run_1/route_heat.png
The die is cut into 9 by 9 equal tiles; black is low, pale yellow is high, scaled to the fullest tile. Values are wire area over tile area, all layers added.
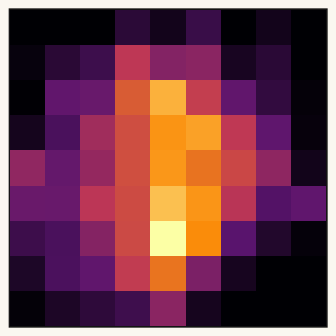
run_1/gates.png
Bar = 10 um.
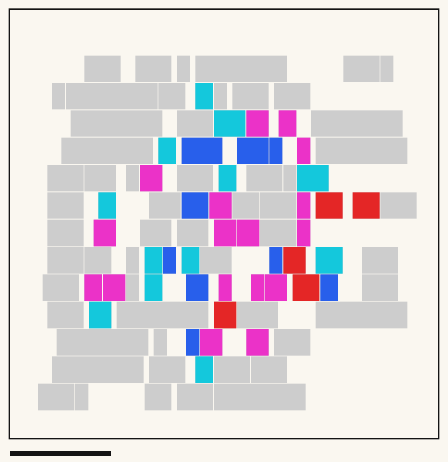
run_1/closeup.png
Bar = 10 um. Window x 9 to 34, y 0 to 25 um. Cells in gray, sequential cells in the stronger gray; small squares are vias.
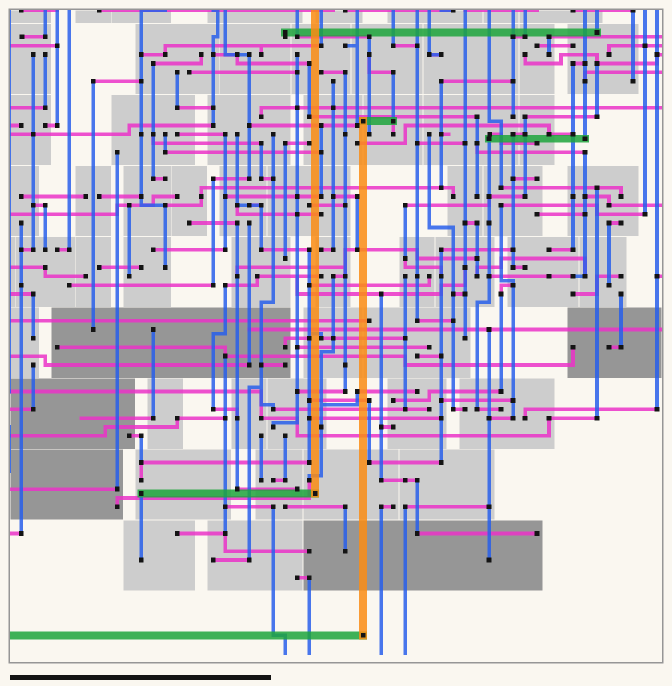
### src/rtl/counter_pkg.sv
// Shared types and helpers for the BCD counter family.
// Holds the FSM state type, digit limits and the load-value digit saturator.
package counter_pkg;

  typedef enum logic [1:0] {
    IDLE,
    RUN,
    DONE
  } counterState;

  localparam logic [3:0] BCD_MAX  = 4'd9;
  localparam logic [3:0] BCD_ZERO = 4'd0;

  function automatic logic [3:0] bcd_sat(input logic [3:0] d);
    return (d > BCD_MAX) ? BCD_MAX : d;
  endfunction

endpackage

### src/rtl/bcd_digit_down.sv
// One BCD digit of the down-counter: loadable, decrements on dec, 0 wraps to 9.
module bcd_digit_down
  import counter_pkg::*;
(
  input  logic       clock,
  input  logic       reset,
  input  logic       load,
  input  logic [3:0] ld_val,
  input  logic       dec,
  output logic [3:0] q,
  output logic       is_zero
);

  always_ff @(posedge clock or posedge reset) begin
    if (reset) begin
      q <= BCD_ZERO;
    end else if (load) begin
      q <= ld_val;
    end else if (dec) begin
      q <= (q == BCD_ZERO) ? BCD_MAX : q - 4'd1;
    end
  end

  assign is_zero = (q == BCD_ZERO);

endmodule

### src/rtl/bcd_down_counter.sv
// Loadable multi-digit BCD countdown timer with done pulse and optional auto-reload.
// Top holds the FSM, the reload register and the registered done pulse.
module bcd_down_counter
  import counter_pkg::*;
#(
  parameter int DIGITS      = 2,
  parameter bit AUTO_RELOAD = 1'b0
) (
  input  logic                clock,
  input  logic                reset,
  input  logic                enable,
  input  logic                load,
  input  logic [4*DIGITS-1:0] din,
  output logic [4*DIGITS-1:0] dout,
  output logic                zero,
  output logic                busy,
  output logic                done,
  output logic                bout
);

  localparam int W = 4 * DIGITS;

  counterState         state;
  logic [W-1:0]        sanDin;
  logic [W-1:0]        reloadReg;
  logic [W-1:0]        ldVal;
  logic [DIGITS-1:0]   isZero;
  logic [DIGITS-1:0]   digitDec;
  logic                stepEn;
  logic                countStep;
  logic                reloadNow;
  logic                digitLoad;
  logic                atOne;
  logic                lowZero;

  always_comb begin
    sanDin = '0;
    for (int unsigned k = 0; k < DIGITS; k++) begin
      sanDin[4*k +: 4] = bcd_sat(din[4*k +: 4]);
    end
  end

  assign zero      = &isZero;
  assign atOne     = (dout == W'(1));
  assign busy      = (state == RUN);
  assign stepEn    = busy & enable & ~load;
  assign countStep = stepEn & ~zero;
  // RUN at zero only occurs with auto-reload; the reload replaces the decrement.
  assign reloadNow = AUTO_RELOAD & stepEn & zero;
  assign bout      = reloadNow;
  assign digitLoad = load | reloadNow;
  assign ldVal     = load ? sanDin : reloadReg;

  // A digit steps only when every lower digit is already zero (borrow ripple).
  always_comb begin
    lowZero  = 1'b1;
    digitDec = '0;
    for (int unsigned k = 0; k < DIGITS; k++) begin
      digitDec[k] = countStep & lowZero;
      lowZero     = lowZero & isZero[k];
    end
  end

  for (genvar k = 0; k < DIGITS; k++) begin : gDigit
    bcd_digit_down uDigit (
      .clock   (clock),
      .reset   (reset),
      .load    (digitLoad),
      .ld_val  (ldVal[4*k +: 4]),
      .dec     (digitDec[k]),
      .q       (dout[4*k +: 4]),
      .is_zero (isZero[k])
    );
  end

  always_ff @(posedge clock or posedge reset) begin
    if (reset) begin
      state     <= IDLE;
      reloadReg <= '0;
      done      <= 1'b0;
    end else begin
      done <= countStep & atOne;
      if (load) begin
        reloadReg <= sanDin;
        state     <= (sanDin != '0) ? RUN : IDLE;
      end else if (countStep && atOne && !AUTO_RELOAD) begin
        state <= DONE;
      end
    end
  end

endmodule
### config.mk
export PLATFORM = sky130hd
export DESIGN_NAME = bcd_down_counter
export DESIGN_NICKNAME = d
export VERILOG_FILES = /design/src/rtl/counter_pkg.sv /design/src/rtl/bcd_digit_down.sv /design/src/rtl/bcd_down_counter.sv
export SDC_FILE = /design/constraint.sdc
export NUM_CORES = 1
export LEC_CHECK = 0
export CAP_MARGIN = 30
export CORE_MARGIN = 2
export CORE_UTILIZATION = 46
export CTS_CLUSTER_DIAMETER = 120
export DETAILED_ROUTE_END_ITERATION = 6
export PLACE_DENSITY = 0.88
export SYNTH_ARGS = -nofsm -noshare
export SYNTH_HDL_FRONTEND = slang
export SYNTH_SLANG_ARGS = --single-unit
### constraint.sdc
create_clock -name clock -period 4.8 [get_ports clock]
set_input_delay 0.96 -clock clock [delete_from_list [all_inputs] [get_ports clock]]
set_output_delay 0.96 -clock clock [all_outputs]
set_load 0.05 [all_outputs]
==> results.py, run 1 <==
# Flow results
metrics = {
    "timing": {
        "slew_headroom_pct": 59.8,
        "max_freq_mhz": 299,
        "max_slew.worst_pin.slew_ns": 0.597,
        "min_period_ns": 3.34,
        "whs_ns": 0.535,
    },
    "place": {
        "dp_slack_ns": 1.73,
        "placed_cells": 110,
        "portBuffers": 22,
    },
    "yosys": {
        "yosysMostFrequentCell": "dfrtp_1",
        "async_reset_ff_share_pct": 100,
        "synthesis.instances": 78,
        "ys.flop_type": "dfrtp_1",
        "ys_sh_mux_pct": 0,
        "synth-xor-area-share_pct": 0,
    },
    "global_route": {
        "grt_pass1_vias": 612,
        "grt_antenna_before_repair": 0,
    },
    "critical_path": {
        "crit_required_ns": 3.84,
        "worstSetupPathType": "register to output port",
        "ff2ff_path_depth": 3,
        "crit_start": "gDigit[0].uDigit.q[3]$_DFFE_PP0P_",
    },
    "pwr": {
        "combinationalPowerShare_pct": 32.3,
        "power_leader": "registers",
        "p_clk_w": 0.0000667,
        "ir_drop_mv": 0.224,
        "switchingPower_w": 0.0000999,
    },
    "clock_tree": {
        "cts_tree": "done",
        "root_buffer": "clkbuf_4",
        "clockBufferDepth": 2,
        "cts_sinks": 11,
    },
    "job": {
        "cap_violations": 0,
    },
    "routing": {
        "wl_met2_um": 850,
    },
    "min_path": {
        "hold_start": "state[0]$_DFFE_PP0P_",
    },
    "cells_and_area": {
        "nClkBuffers": 4,
        "seq_area_share_pct": 30.0,
    },
    "status": {
        "outcome": "completed",
    },
}
About route_heat.png:
fullest tile = 0.54
emptiest ninth of the die = south-east
mean over tiles = 0.15
tiles over half the peak = 25%
nearly empty tiles = 20%
All-Layer GR Usage: 21.3%
WL/cell: 15.3 um
vias: 703

About gates.png:
and/or cells -> red  # cells 5
nor cells -> magenta  # cells 17
aoi and oai cells -> cyan  # cells 12
nand cells -> blue  # cells 9
most common cell after layout, fill and taps aside: clkdlybuf4s50_1
final non-filler cell total: 114
combinational share of cell area: 37.9%

About closeup.png:
M3 -> green
M4 -> orange
M2 -> blue
M1 -> magenta
most frequent = nor4_1 (7), clkdlybuf4s50_1 (5)
cells with their middle in the window = 48
netlist names of flops here include = `gDigit.uDigit.q` (3)
sequential cells in the window = 3

run_1/placed.png
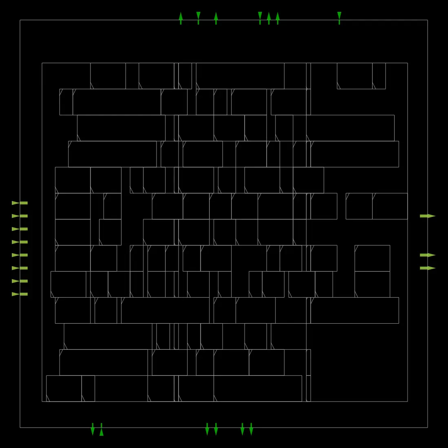

==> run 2, diff against run 1 <==
- CORE_UTILIZATION: 46 -> 43
- PLACE_DENSITY: 0.88 -> 0.84
- clock period: 4.8 -> 3.2 ns (I/O delays scaled with it)
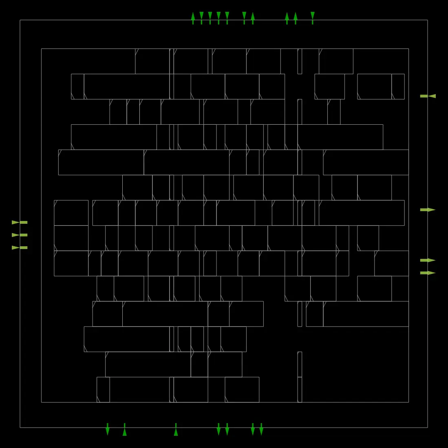
run_2/placed.png
final cell utilization of the core: 62.5%
# rows: 14
flop count: 11

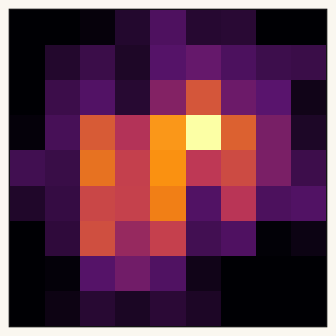
run_2/route_heat.png
The die is cut into 9 by 9 equal tiles; black is low, pale yellow is high, scaled to the fullest tile. Values are wire area over tile area, all layers added.
tiles over half the peak = 19%
densest ninth of the die = center
emptiest ninth of the die = south-east
fullest tile = 0.60
nearly empty tiles = 24%
vias: 712
All-Layer GR Usage: 18.1%
WL/cell: 13.4 um
final wirelength: 1580 um

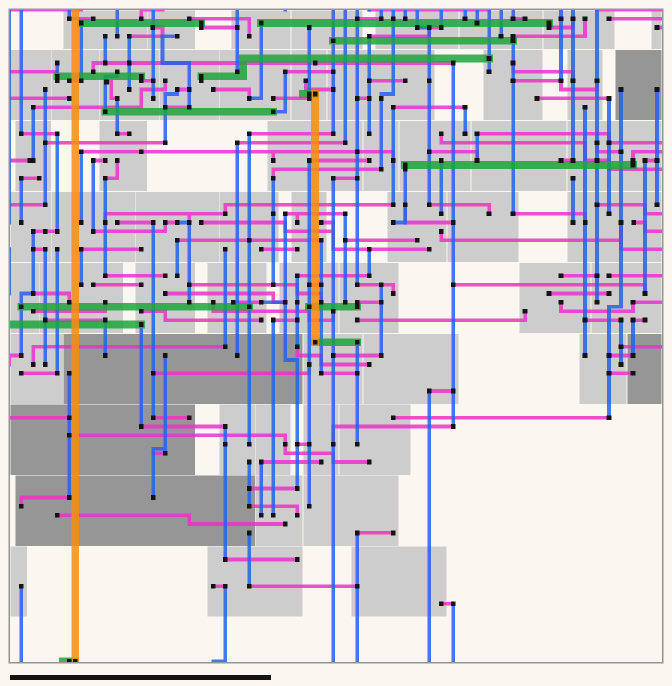
run_2/closeup.png
Bar = 10 um. Window x 9 to 34, y 1 to 26 um. Cells in gray, sequential cells in the stronger gray; small squares are vias.
M2 -> blue
M4 -> orange
M1 -> magenta
M3 -> green
cells with their middle in the window = 54
sequential cells in the window = 3
most frequent = nor4_1 (7), clkdlybuf4s50_1 (6)
netlist names of flops here include = `gDigit.uDigit.q` (3)

==> run 2 against run 1 <==
Clock skew increased by 0.0020 ns. Synthesized cell count unchanged. Wire length down 9.5%. Non-clock buffer count grew 3.
==> results.py, run 2 <==
# Flow results
metrics = {
    "critical_path": {
        "ff2ff_path_depth": 3,
        "slowest_stage": "clkdlybuf4s50_1",
        "end_kind": "output port",
        "worstSetupPathType": "register to output port",
        "crit_required_ns": 2.56,
        "reg2reg_from": "gDigit[0].uDigit.q[1]$_DFFE_PP0P_",
        "crit_start": "gDigit[0].uDigit.q[3]$_DFFE_PP0P_",
    },
    "place": {
        "placed_cells": 114,
        "portBuffers": 22,
        "dp_slack_ns": 0.686,
    },
    "cells_and_area": {
        "sh_comb_area_pct": 36.9,
        "final_cell_mix": "clkdlybuf4s50_1 (22), dfrtp_1 (11), inv_1 (8)",
        "nNonClkInverters": 8,
        "buffers": 25,
        "seq_area_share_pct": 29.2,
        "drive_gt1_share_pct": 7.84,
        "nClkBuffers": 4,
        "stdcell_count": 118,
        "layout_top_cell": "clkdlybuf4s50_1",
    },
    "global_route": {
        "grt_antenna_before_repair": 0,
        "grt_pass1_vias": 568,
    },
    "clock_tree": {
        "cts_sinks": 11,
        "root_buffer": "clkbuf_4",
        "clockBufferDepth": 2,
        "cts_tree": "done",
        "ctsResizeCount": 0,
    },
    "pwr": {
        "power_w": 0.000397,
        "internal_power_w": 0.000251,
        "combinationalPowerShare_pct": 33.4,
        "power_leader": "registers",
        "ir_drop_mv": 0.256,
        "switchingPower_w": 0.000145,
        "p_clk_w": 0.0000961,
    },
    "yosys": {
        "synth-xor-area-share_pct": 0,
        "yosysMostFrequentCell": "dfrtp_1",
        "syn_avg_cell_area_um2": 8.77,
        "ys.flop_type": "dfrtp_1",
        "async_reset_ff_share_pct": 100,
        "synthesis.instances": 78,
        "topCellsByArea": "dfrtp_1 (40%), nor4_1 (6.4%), o31a_1 (5.1%)",
    },
    "timing": {
        "max_slew.worst_pin.slew_ns": 0.517,
        "slew_headroom_pct": 65.4,
        "min_period_ns": 2.80,
        "whs_ns": 0.538,
        "max_freq_mhz": 358,
        "fin_ws_ns": 0.404,
    },
    "status": {
        "outcome": "completed",
    },
    "min_path": {
        "hold_start": "state[0]$_DFFE_PP0P_",
    },
    "job": {
        "cap_violations": 0,
    },
    "routing": {
        "route.met3.wl_um": 137,
        "wl_met2_um": 757,
        "drc": 0,
    },
}
run_2/clock_wires.png
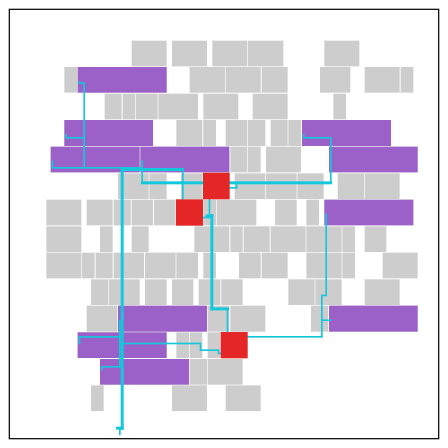

==> run 3, diff against run 2 <==
--- a/config.mk
+++ b/config.mk
@@ -12,4 +12,5 @@
 export DETAILED_ROUTE_END_ITERATION = 6
 export PLACE_DENSITY = 0.84
+export SKIP_LAST_GASP = 1
 export SYNTH_ARGS = -nofsm -noshare
 export SYNTH_HDL_FRONTEND = slang
==> constraint.sdc (replaced) <==
create_clock -name clock -period 3.2 [get_ports clock]
set_input_delay 0.64 -clock clock [delete_from_list [all_inputs] [get_ports clock]]
set_output_delay 0.64 -clock clock [all_outputs]
set_load 0.01 [all_outputs]
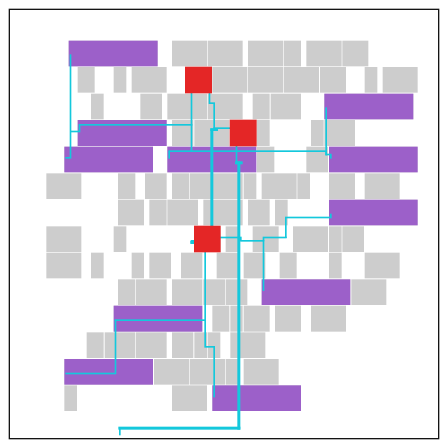
run_3/clock_wires.png
flip-flops -> purple  # count 11
clock-net drivers -> red  # count 3
clock wires -> cyan  # length 181 um
flops lie = widely spread
routed clock nets = 4
Clk network pwr share: 27.4%
insertion delay at the late pin of the worst-skew pair: 0.27 ns
clk_skew: 0.000857 ns
Clk power: 0.0000982 W

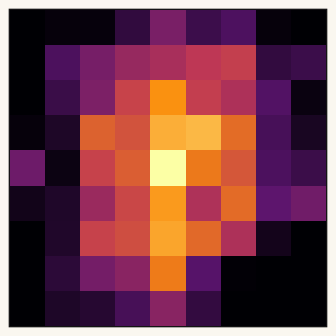
run_3/route_heat.png
The die is cut into 9 by 9 equal tiles; black is low, pale yellow is high, scaled to the fullest tile. Values are wire area over tile area, all layers added.
densest ninth of the die = center
emptiest ninth of the die = south-east
tiles over half the peak = 27%
fullest tile = 0.46
WL/cell: 14.3 um
All-Layer GR Usage: 19.8%
final wirelength: 1660 um
vias: 688

==> run 3 against run 2 <==
Critical endpoint unchanged. Count of clock-buffer cells in the layout unchanged. Clock skew decreased by 0.0028 ns. Final cell count decreased by 1.7%. Die size unchanged. Fmax increased by 2.7%. Critical path type unchanged. Hold slack improved by 0.0015 ns. Non-clock buffer count decreased by 2. Wire length increased by 4.7%. Sequential share of layout area increased by 0.47 points.
==> results.py, run 3 <==
# Flow results
metrics = {
    "status": {
        "outcome": "completed",
    },
    "yosys": {
        "synthesis.instances": 78,
        "yosys_area_um2": 684,
        "synth-xor-area-share_pct": 0,
        "yosysMostFrequentCell": "dfrtp_1",
        "ys.flop_type": "dfrtp_1",
        "syn_nets": 90,
        "syn_avg_cell_area_um2": 8.77,
        "ys_sh_mux_pct": 0,
        "ys_sh_simple_pct": 26.3,
        "yosys.area_share.adder_pct": 0,
        "async_reset_ff_share_pct": 100,
        "top_logic_kind": "simple AND/OR/NAND/NOR gates",
        "yosysUniqueCellTypes": 33,
        "ys_sh_aoi_pct": 23.9,
        "topCellsByArea": "dfrtp_1 (40%), nor4_1 (6.4%), o31a_1 (5.1%)",
        "ys_warn_count": 0,
    },
    "cells_and_area": {
        "nMultiInputCombCells": 54,
        "nClkBuffers": 4,
        "fillCellCount": 136,
        "combGateArea_um2": 348,
        "final_cell_mix": "clkdlybuf4s50_1 (22), dfrtp_1 (11), inv_1 (8)",
        "final_area_um2": 927,
        "drive_gt1_share_pct": 6.00,
        "layout_top_cell": "clkdlybuf4s50_1",
        "seq_cells": 11,
        "seq_area_share_pct": 29.7,
        "reg_top3": "gDigit.uDigit.q: 8 flops, state: 2 flops, done: 1 flops",
        "final_util_pct": 61.5,
        "nNonClkInverters": 8,
        "regArea_um2": 275,
        "buffers": 23,
        "largest_register_ffs": 8,
    },
    "place": {
        "placed_cells": 112,
        "dp_slack_ns": 0.652,
        "portBuffers": 22,
    },
    "critical_path": {
        "cpPeakStageDelay_ns": 0.56,
        "slowest_stage": "clkdlybuf4s50_1",
        "reg2reg_from": "state[1]$_DFFE_PP0P_",
        "arrival_ns": 2.08,
        "ff2ff_path_depth": 3,
        "worstSetupPathType": "register to output port",
        "end_kind": "output port",
        "crit_start": "gDigit[0].uDigit.q[3]$_DFFE_PP0P_",
        "crit_required_ns": 2.56,
    },
    "timing": {
        "fin_ws_ns": 0.477,
        "fin_tns_setup_ns": 0,
        "min_period_ns": 2.72,
        "whs_ns": 0.539,
        "slew_headroom_pct": 59.1,
        "max_slew.worst_pin.slew_ns": 0.610,
        "max_freq_mhz": 367,
    },
    "global_route": {
        "grt_antenna_before_repair": 0,
        "grt_pass1_vias": 648,
        "overflow": 0,
        "grt_first_pass_wirelength_um": 2770,
    },
    "pwr": {
        "combinationalPowerShare_pct": 25.7,
        "pwr-share-seq_pct": 46.9,
        "power_leader": "registers",
        "switchingPower_w": 0.000109,
        "ir_drop_mv": 0.190,
        "internal_power_w": 0.000249,
        "power_w": 0.000358,
    },
    "clock_tree": {
        "root_buffer": "clkbuf_4",
        "post-cts-setup-buffer-count": 0,
        "cts_sinks": 11,
        "ctsResizeCount": 0,
        "clockBufferDepth": 2,
        "cts_tree": "done",
    },
    "floorplan": {
        "row_count": 14,
    },
    "routing": {
        "dr.pass1.iters": 4,
        "route.met3.wl_um": 57,
        "wl_met2_um": 804,
        "drc": 0,
    },
    "job": {
        "cap_violations": 0,
        "openroad.warnings": 26,
    },
    "min_path": {
        "hold_start": "state[1]$_DFFE_PP0P_",
        "hold_depth": 2,
    },
}
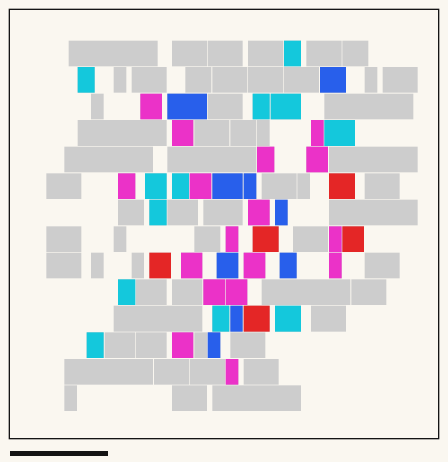
run_3/gates.png
Bar = 10 um.
nor cells -> magenta  # cells 17
aoi and oai cells -> cyan  # cells 12
nand cells -> blue  # cells 9
and/or cells -> red  # cells 5
final non-filler cell total: 116
combinational share of cell area: 37.5%

Power and IR drop assume default switching activity.
